**config.mk**
```make
export PLATFORM = sky130hd
export DESIGN_NAME = sdma_inst_scheduler
export DESIGN_NICKNAME = d
export VERILOG_FILES = /design/src/rtl/sdma_inst_scheduler_pkg.sv /design/src/rtl/sdma_sync_fifo.sv /design/src/rtl/sdma_inst_scheduler.sv
export SDC_FILE = /design/constraint.sdc
export NUM_CORES = 1
export LEC_CHECK = 0
export ABC_AREA = 1
export CAP_MARGIN = 20
export CORE_MARGIN = 4
export CORE_UTILIZATION = 52
export DETAILED_ROUTE_END_ITERATION = 10
export GPL_ROUTABILITY_DRIVEN = 0
export PLACE_DENSITY = 0.79
export SYNTH_ARGS = -nofsm -noshare
export SYNTH_HDL_FRONTEND = slang
export SYNTH_HIERARCHICAL = 1
export SYNTH_SLANG_ARGS = --single-unit
export TNS_END_PERCENT = 5
```
**constraint.sdc**
```tcl
create_clock -name i_clk -period 2.88 [get_ports i_clk]
set_input_delay 0.576 -clock i_clk [delete_from_list [all_inputs] [get_ports i_clk]]
set_output_delay 0.576 -clock i_clk [all_outputs]
set_load 0.01 [all_outputs]
```
**src/rtl/sdma_inst_scheduler_pkg.sv**
```systemverilog
`default_nettype none
// ============================================================================
// Module  : sdma_inst_scheduler_pkg
// Purpose : Shared definitions for the SDMA instruction scheduler: scheduler
//           FSM state encoding, default engine count and counter width, and
//           the sdmamode field location inside an SDMA instruction word.
// Revision: 1.0 - initial release
// ============================================================================
package sdma_inst_scheduler_pkg;

    // Instruction word geometry; the sdmamode field occupies the top nibble.
    localparam int c_sdma_instwidth          = 32;
    localparam int c_sdma_inst_sdmamodestart = 28;
    localparam int c_sdma_inst_sdmamodewidth = 4;

    // Sub-engine array size and completed-instruction counter width.
    localparam int c_sdma_num_eng = 8;
    localparam int c_sdma_cnt_w   = 16;

    // Scheduler FSM states.
    typedef enum logic [1:0] {
        SDMA_SIS_IDLE  = 2'd0,
        SDMA_SIS_ISSUE = 2'd1,
        SDMA_SIS_WAIT  = 2'd2
    } sis_state_t;

endpackage : sdma_inst_scheduler_pkg
`default_nettype wire

```
**src/rtl/sdma_sync_fifo.sv**
```systemverilog
`default_nettype none
// ============================================================================
// Module  : sdma_sync_fifo
// Purpose : Single-clock FIFO with full/empty flags and occupancy count.
//           The head entry is presented combinationally on o_data.
// Ports   : i_clk, i_rst (async, active-high)
//           i_push/i_data  - write request; ignored while full
//           i_pop          - read request; ignored while empty
//           o_data         - head entry
//           o_full/o_empty - status flags
//           o_cnt          - number of stored entries
// Revision: 1.0 - initial release
// ============================================================================
module sdma_sync_fifo #(
    parameter int WIDTH = 32,
    parameter int DEPTH = 4
) (
    input  logic                       i_clk,
    input  logic                       i_rst,
    input  logic                       i_push,
    input  logic [WIDTH-1:0]           i_data,
    input  logic                       i_pop,
    output logic [WIDTH-1:0]           o_data,
    output logic                       o_full,
    output logic                       o_empty,
    output logic [$clog2(DEPTH):0]     o_cnt
);

    localparam int c_aw = $clog2(DEPTH);
    localparam int c_cw = c_aw + 1;

    logic [WIDTH-1:0] r_mem [DEPTH];
    logic [c_aw-1:0]  r_wr_ptr;
    logic [c_aw-1:0]  r_rd_ptr;
    logic [c_cw-1:0]  r_cnt;

    logic w_push;
    logic w_pop;

    // A push is refused while full even if a pop occurs in the same cycle.
    assign w_push  = i_push && !o_full;
    assign w_pop   = i_pop  && !o_empty;

    assign o_full  = (r_cnt == c_cw'(DEPTH));
    assign o_empty = (r_cnt == '0);
    assign o_cnt   = r_cnt;
    assign o_data  = r_mem[r_rd_ptr];

    // Pointers wrap naturally because DEPTH is a power of two.
    always_ff @(posedge i_clk or posedge i_rst) begin
        if (i_rst) begin
            r_wr_ptr <= '0;
            r_rd_ptr <= '0;
            r_cnt    <= '0;
        end else begin
            if (w_push) begin
                r_wr_ptr <= r_wr_ptr + c_aw'(1);
            end
            if (w_pop) begin
                r_rd_ptr <= r_rd_ptr + c_aw'(1);
            end
            if (w_push && !w_pop) begin
                r_cnt <= r_cnt + c_cw'(1);
            end else if (w_pop && !w_push) begin
                r_cnt <= r_cnt - c_cw'(1);
            end
        end
    end

    // Storage needs no reset: occupancy tracking guards every read.
    always_ff @(posedge i_clk) begin
        if (w_push) begin
            r_mem[r_wr_ptr] <= i_data;
        end
    end

endmodule : sdma_sync_fifo
`default_nettype wire

```
**src/rtl/sdma_inst_scheduler.sv**
```systemverilog
`default_nettype none
// ============================================================================
// Module  : sdma_inst_scheduler
// Purpose : Front-end sequencer for the SDMA engine cluster. Buffers host
//           instructions, pops them in order and dispatches each to the
//           sub-engine selected by its sdmamode field via start/done,
//           with a single instruction in flight at a time.
// Ports   : i_clk, i_rst (async, active-high)
//           i_sis_inst_valid / o_sis_inst_ready / i_sis_inst - host port
//           o_sis_inst        - current instruction, held until IDLE
//           o_sis_eng_start   - one-hot single-cycle start pulse
//           i_sis_eng_done    - per-engine done pulses
//           o_sis_busy/idle   - status
//           o_sis_fifo_cnt    - FIFO occupancy
//           o_sis_err_illegal - sticky illegal-mode flag, i_sis_err_clr clears
//           o_sis_done_cnt    - wrapping completed-instruction count
// Revision: 1.0 - initial release
// ============================================================================
module sdma_inst_scheduler
    import sdma_inst_scheduler_pkg::*;
#(
    parameter int INST_W   = c_sdma_instwidth,
    parameter int MODE_LSB = c_sdma_inst_sdmamodestart,
    parameter int MODE_W   = c_sdma_inst_sdmamodewidth,
    parameter int NUM_ENG  = c_sdma_num_eng,
    parameter int DEPTH    = 4,
    parameter int CNT_W    = c_sdma_cnt_w
) (
    input  logic                     i_clk,
    input  logic                     i_rst,
    input  logic                     i_sis_inst_valid,
    output logic                     o_sis_inst_ready,
    input  logic [INST_W-1:0]        i_sis_inst,
    output logic [INST_W-1:0]        o_sis_inst,
    output logic [NUM_ENG-1:0]       o_sis_eng_start,
    input  logic [NUM_ENG-1:0]       i_sis_eng_done,
    output logic                     o_sis_busy,
    output logic                     o_sis_idle,
    output logic [$clog2(DEPTH):0]   o_sis_fifo_cnt,
    output logic                     o_sis_err_illegal,
    input  logic                     i_sis_err_clr,
    output logic [CNT_W-1:0]         o_sis_done_cnt
);

    sis_state_t         r_state;
    sis_state_t         w_state_nxt;
    logic [INST_W-1:0]  r_inst;
    logic               r_busy;
    logic               r_err;
    logic [CNT_W-1:0]   r_done_cnt;

    logic [INST_W-1:0]  w_fifo_data;
    logic               w_fifo_full;
    logic               w_fifo_empty;
    logic               w_pop;
    logic [MODE_W-1:0]  w_mode;
    logic [NUM_ENG-1:0] w_sel;
    logic               w_legal;
    logic               w_err_set;
    logic               w_done_hit;

    sdma_sync_fifo #(
        .WIDTH (INST_W),
        .DEPTH (DEPTH)
    ) u_inst_fifo (
        .i_clk   (i_clk),
        .i_rst   (i_rst),
        .i_push  (i_sis_inst_valid),
        .i_data  (i_sis_inst),
        .i_pop   (w_pop),
        .o_data  (w_fifo_data),
        .o_full  (w_fifo_full),
        .o_empty (w_fifo_empty),
        .o_cnt   (o_sis_fifo_cnt)
    );

    assign o_sis_inst_ready = !w_fifo_full;

    // One-hot engine select decoded from the held instruction. A mode at or
    // above NUM_ENG decodes to all zeros, which doubles as the legality test.
    assign w_mode = r_inst[MODE_LSB +: MODE_W];

    always_comb begin
        w_sel = '0;
        for (int i = 0; i < NUM_ENG; i++) begin
            w_sel[i] = ({{(32-MODE_W){1'b0}}, w_mode} == i[31:0]);
        end
    end

    assign w_legal = |w_sel;

    always_comb begin
        w_state_nxt     = r_state;
        w_pop           = 1'b0;
        o_sis_eng_start = '0;
        w_err_set       = 1'b0;
        w_done_hit      = 1'b0;
        case (r_state)
            SDMA_SIS_IDLE: begin
                if (!w_fifo_empty) begin
                    w_pop       = 1'b1;
                    w_state_nxt = SDMA_SIS_ISSUE;
                end
            end
            SDMA_SIS_ISSUE: begin
                if (w_legal) begin
                    o_sis_eng_start = w_sel;
                    w_state_nxt     = SDMA_SIS_WAIT;
                end else begin
                    w_err_set   = 1'b1;
                    w_state_nxt = SDMA_SIS_IDLE;
                end
            end
            SDMA_SIS_WAIT: begin
                // Only the addressed engine's done bit completes the op.
                if (|(i_sis_eng_done & w_sel)) begin
                    w_done_hit  = 1'b1;
                    w_state_nxt = SDMA_SIS_IDLE;
                end
            end
            default: begin
                w_state_nxt = SDMA_SIS_IDLE;
            end
        endcase
    end

    always_ff @(posedge i_clk or posedge i_rst) begin
        if (i_rst) begin
            r_state    <= SDMA_SIS_IDLE;
            r_inst     <= '0;
            r_busy     <= 1'b0;
            r_err      <= 1'b0;
            r_done_cnt <= '0;
        end else begin
            r_state <= w_state_nxt;
            r_busy  <= (w_state_nxt != SDMA_SIS_IDLE);
            if (w_pop) begin
                r_inst <= w_fifo_data;
            end
            // A new illegal instruction takes priority over a clear request.
            if (w_err_set) begin
                r_err <= 1'b1;
            end else if (i_sis_err_clr) begin
                r_err <= 1'b0;
            end
            if (w_done_hit) begin
                r_done_cnt <= r_done_cnt + CNT_W'(1);
            end
        end
    end

    assign o_sis_inst        = r_inst;
    assign o_sis_busy        = r_busy;
    assign o_sis_idle        = (r_state == SDMA_SIS_IDLE) && w_fifo_empty;
    assign o_sis_err_illegal = r_err;
    assign o_sis_done_cnt    = r_done_cnt;

endmodule : sdma_inst_scheduler
`default_nettype wire

```
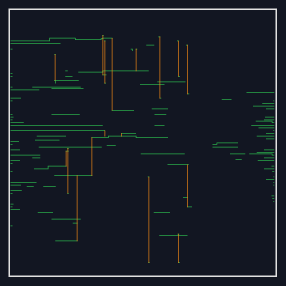
Fig. 1. Signal wires by layer.
Drawn at 2 px/µm. Two of the layers only.
legend:
  M3:
    colour: green
    wire_length: 866 µm
  M4:
    colour: orange
    wire_length: 337 µm
final wirelength: 16400 µm
vias post-DR: 5574
Total GRT Usage: 19.1%
wire per inst: 15.2 µm

==> results.yml <==
# implementation run metrics
grt:
  grt_max_degree: 61
  antenna_found_initial: 1
  grt-ovfl-total: 0
  grt_pass1_vias: 5438
cells_and_area:
  drive_above_1_share_pct: 6.49
  diodes: 0
  layout.area.seq_mm2: 0.00532
  final.fill_count: 1161
  synthToLayoutAreaGrowth_pct: 22.7
  logic_area_mm2: 0.00219
timing:
  max_freq_ghz: 0.380
  finalClockSkew_ps: 9.50
  whs_ps: 425
  timing.final.ws_setup_ps: 250
  hold_violations: 0
  tightestPinTransition_ps: 537
  timing.final.crit_share_pct: 91.3
  maxSlewHeadroom_pct: 64.2
  rsz0062_at_grt: "no"
yosys:
  synthArstFlopShare_pct: 31.6
  synth_seq_share_pct: 65.7
  synthFlopType: "edfxtp_1"
  yosysUniqueCellTypes: 22
  avgSynthCellArea_um2: 10.5
  ys_cells: 773
  ys.flops: 187
  edf_count: 128
  yosysWarnings: 6
  syn-num-nets: 824
  top_area_share_pct: 47.5
flow_run:
  cap_violations: 0
placed_design:
  place_ws_ps: 351
  portBuffers: 106
clock_network:
  cts_tree: "yes"
  cts_max_level: 4
  post_cts.repair.setup_buffers: 0
  ctsResizeCount: 0
  clock_latency_ps: 430
  cts.path.max_buffers: 2
  path_clk_slew_ps: 70
setup_path:
  crit_buf_inv: 4
  crit_required_ps: 2300
  cpMostUsedCell: "inv_1"
  crit_family: "buffers and inverters"
  worst-path-max-fanout: 5
  worst-setup-path-type: "flop to primary output"
  cp.arrival_ps: 2050
  critPathLaunchType: "flop"
floorplanning:
  die_w_um: 133
  core_area_mm2: 0.0152
  chip_area_mm2: 0.0176
  fp-utilization_pct: 53.3
route:
  drt_iter0_markers: 319
power_and_ir_drop:
  p_total_uw: 10100
  ir_worst_vdd_mv: 0.567
status:
  status: "finished, final reports clean"
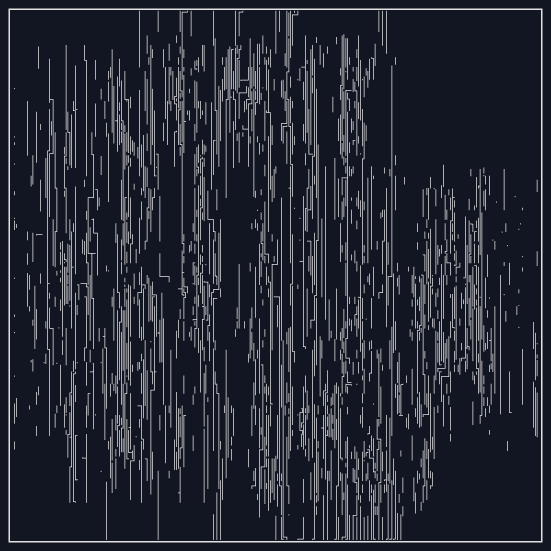
Fig. 2. The metal 2 layer.
Drawn at 4 px/µm.
nets with wire on the layer: 721
share of all routed wire: 50%
longest straight run: 56.6 µm
wire length on this layer: 8270 µm
met2 usage: 31.8%

==> cell usage in the layout (no fill, tap or decap), types with 11 or more instances in the layout <==
| master | Yosys | layout |
|---|---|---|
| o211ai_1 | 64 | 64 |
| clkdlybuf4s50_1 | 0 | 106 |
| dfrtp_1 | 59 | 59 |
| buf_4 | 3 | 11 |
| edfxtp_1 | 128 | 128 |
| clkbuf_16 | 0 | 17 |
| nor2_1 | 33 | 28 |
| nand3_1 | 40 | 40 |
| nand2_1 | 276 | 276 |
| inv_1 | 102 | 101 |
==> metal layers <==
| layer | vias to the layer above | share of wire, % | global-route usage, % |
|---|---|---|---|
| li1 | 2769 | - | - |
| met1 | 2613 | 42 | 23.6 |
| met2 | 156 | 50 | 31.8 |
| met3 | 34 | 5.3 | 4.94 |
| met4 | 2 | 2.0 | 8.14 |
| met5 | - | 0.049 | 0 |
==> stage by stage <==
step | instances | cell area [µm²]
after floorplan | 773 | 8100
after global placement | 1049 | 9320
after detailed placement | 1049 | 9320
after CTS | 1081 | 9930
after global routing | 1081 | 9930
final | 1081 | 9930
==> registers in the layout, indices dropped and copies added, names as in the netlist <==
register / cells
o_sis_busy: 1
o_sis_inst: 32
u_inst_fifo/r_wr_ptr: 2
u_inst_fifo/r_mem: 128
o_sis_done_cnt: 16
r_state: 2
u_inst_fifo/o_cnt: 3
o_sis_err_illegal: 1
u_inst_fifo/r_rd_ptr: 2
==> final timing paths <==
check                                     start                       to  slack, ps  cells past startpoint
max                        u_inst_fifo/o_cnt[1]               o_sis_idle        250                      6
max in group asynchronous                 i_rst           o_sis_inst[10]       1740                      3
min reg2reg                      o_sis_inst[11]           o_sis_inst[11]        470                      2
max reg2reg                u_inst_fifo/o_cnt[1]     u_inst_fifo/o_cnt[1]        740                      9
min in group i_clk               o_sis_inst[11]           o_sis_inst[11]        470                      2
min                                       i_rst  u_inst_fifo/r_wr_ptr[1]        430                      2
==> report_power, final <==
part	total [µW]	internal (µW)	switching, µW
registers	3940	3620	330
logic	3720	1410	2310
clock network	2400	1390	1010
total	10100	6410	3650
==> logic make-up (layout without fill, tap and decap cells) <==
group                    Yosys count  after routing  share of synthesized area, %
adder cells (fa/ha/maj)            7              7                          1.17
XOR/XNOR                           8              8                         0.865
flip-flops                       187            187                          65.7
AND/OR/NAND/NOR                  363            363                          18.0
AND-OR/OR-AND                     73             73                          6.51
buffers and inverters            135            255                          7.74
==> cell type report <==
type,count,area share (%)
Timing Repair Buffer,119,11.9
Inverter,104,3.94
Clock buffer,18,4.32
Clock inverter,14,1.88
Multi-Input combinational cell,451,22.0
Tap cell,188,2.37
Sequential cell,187,53.6
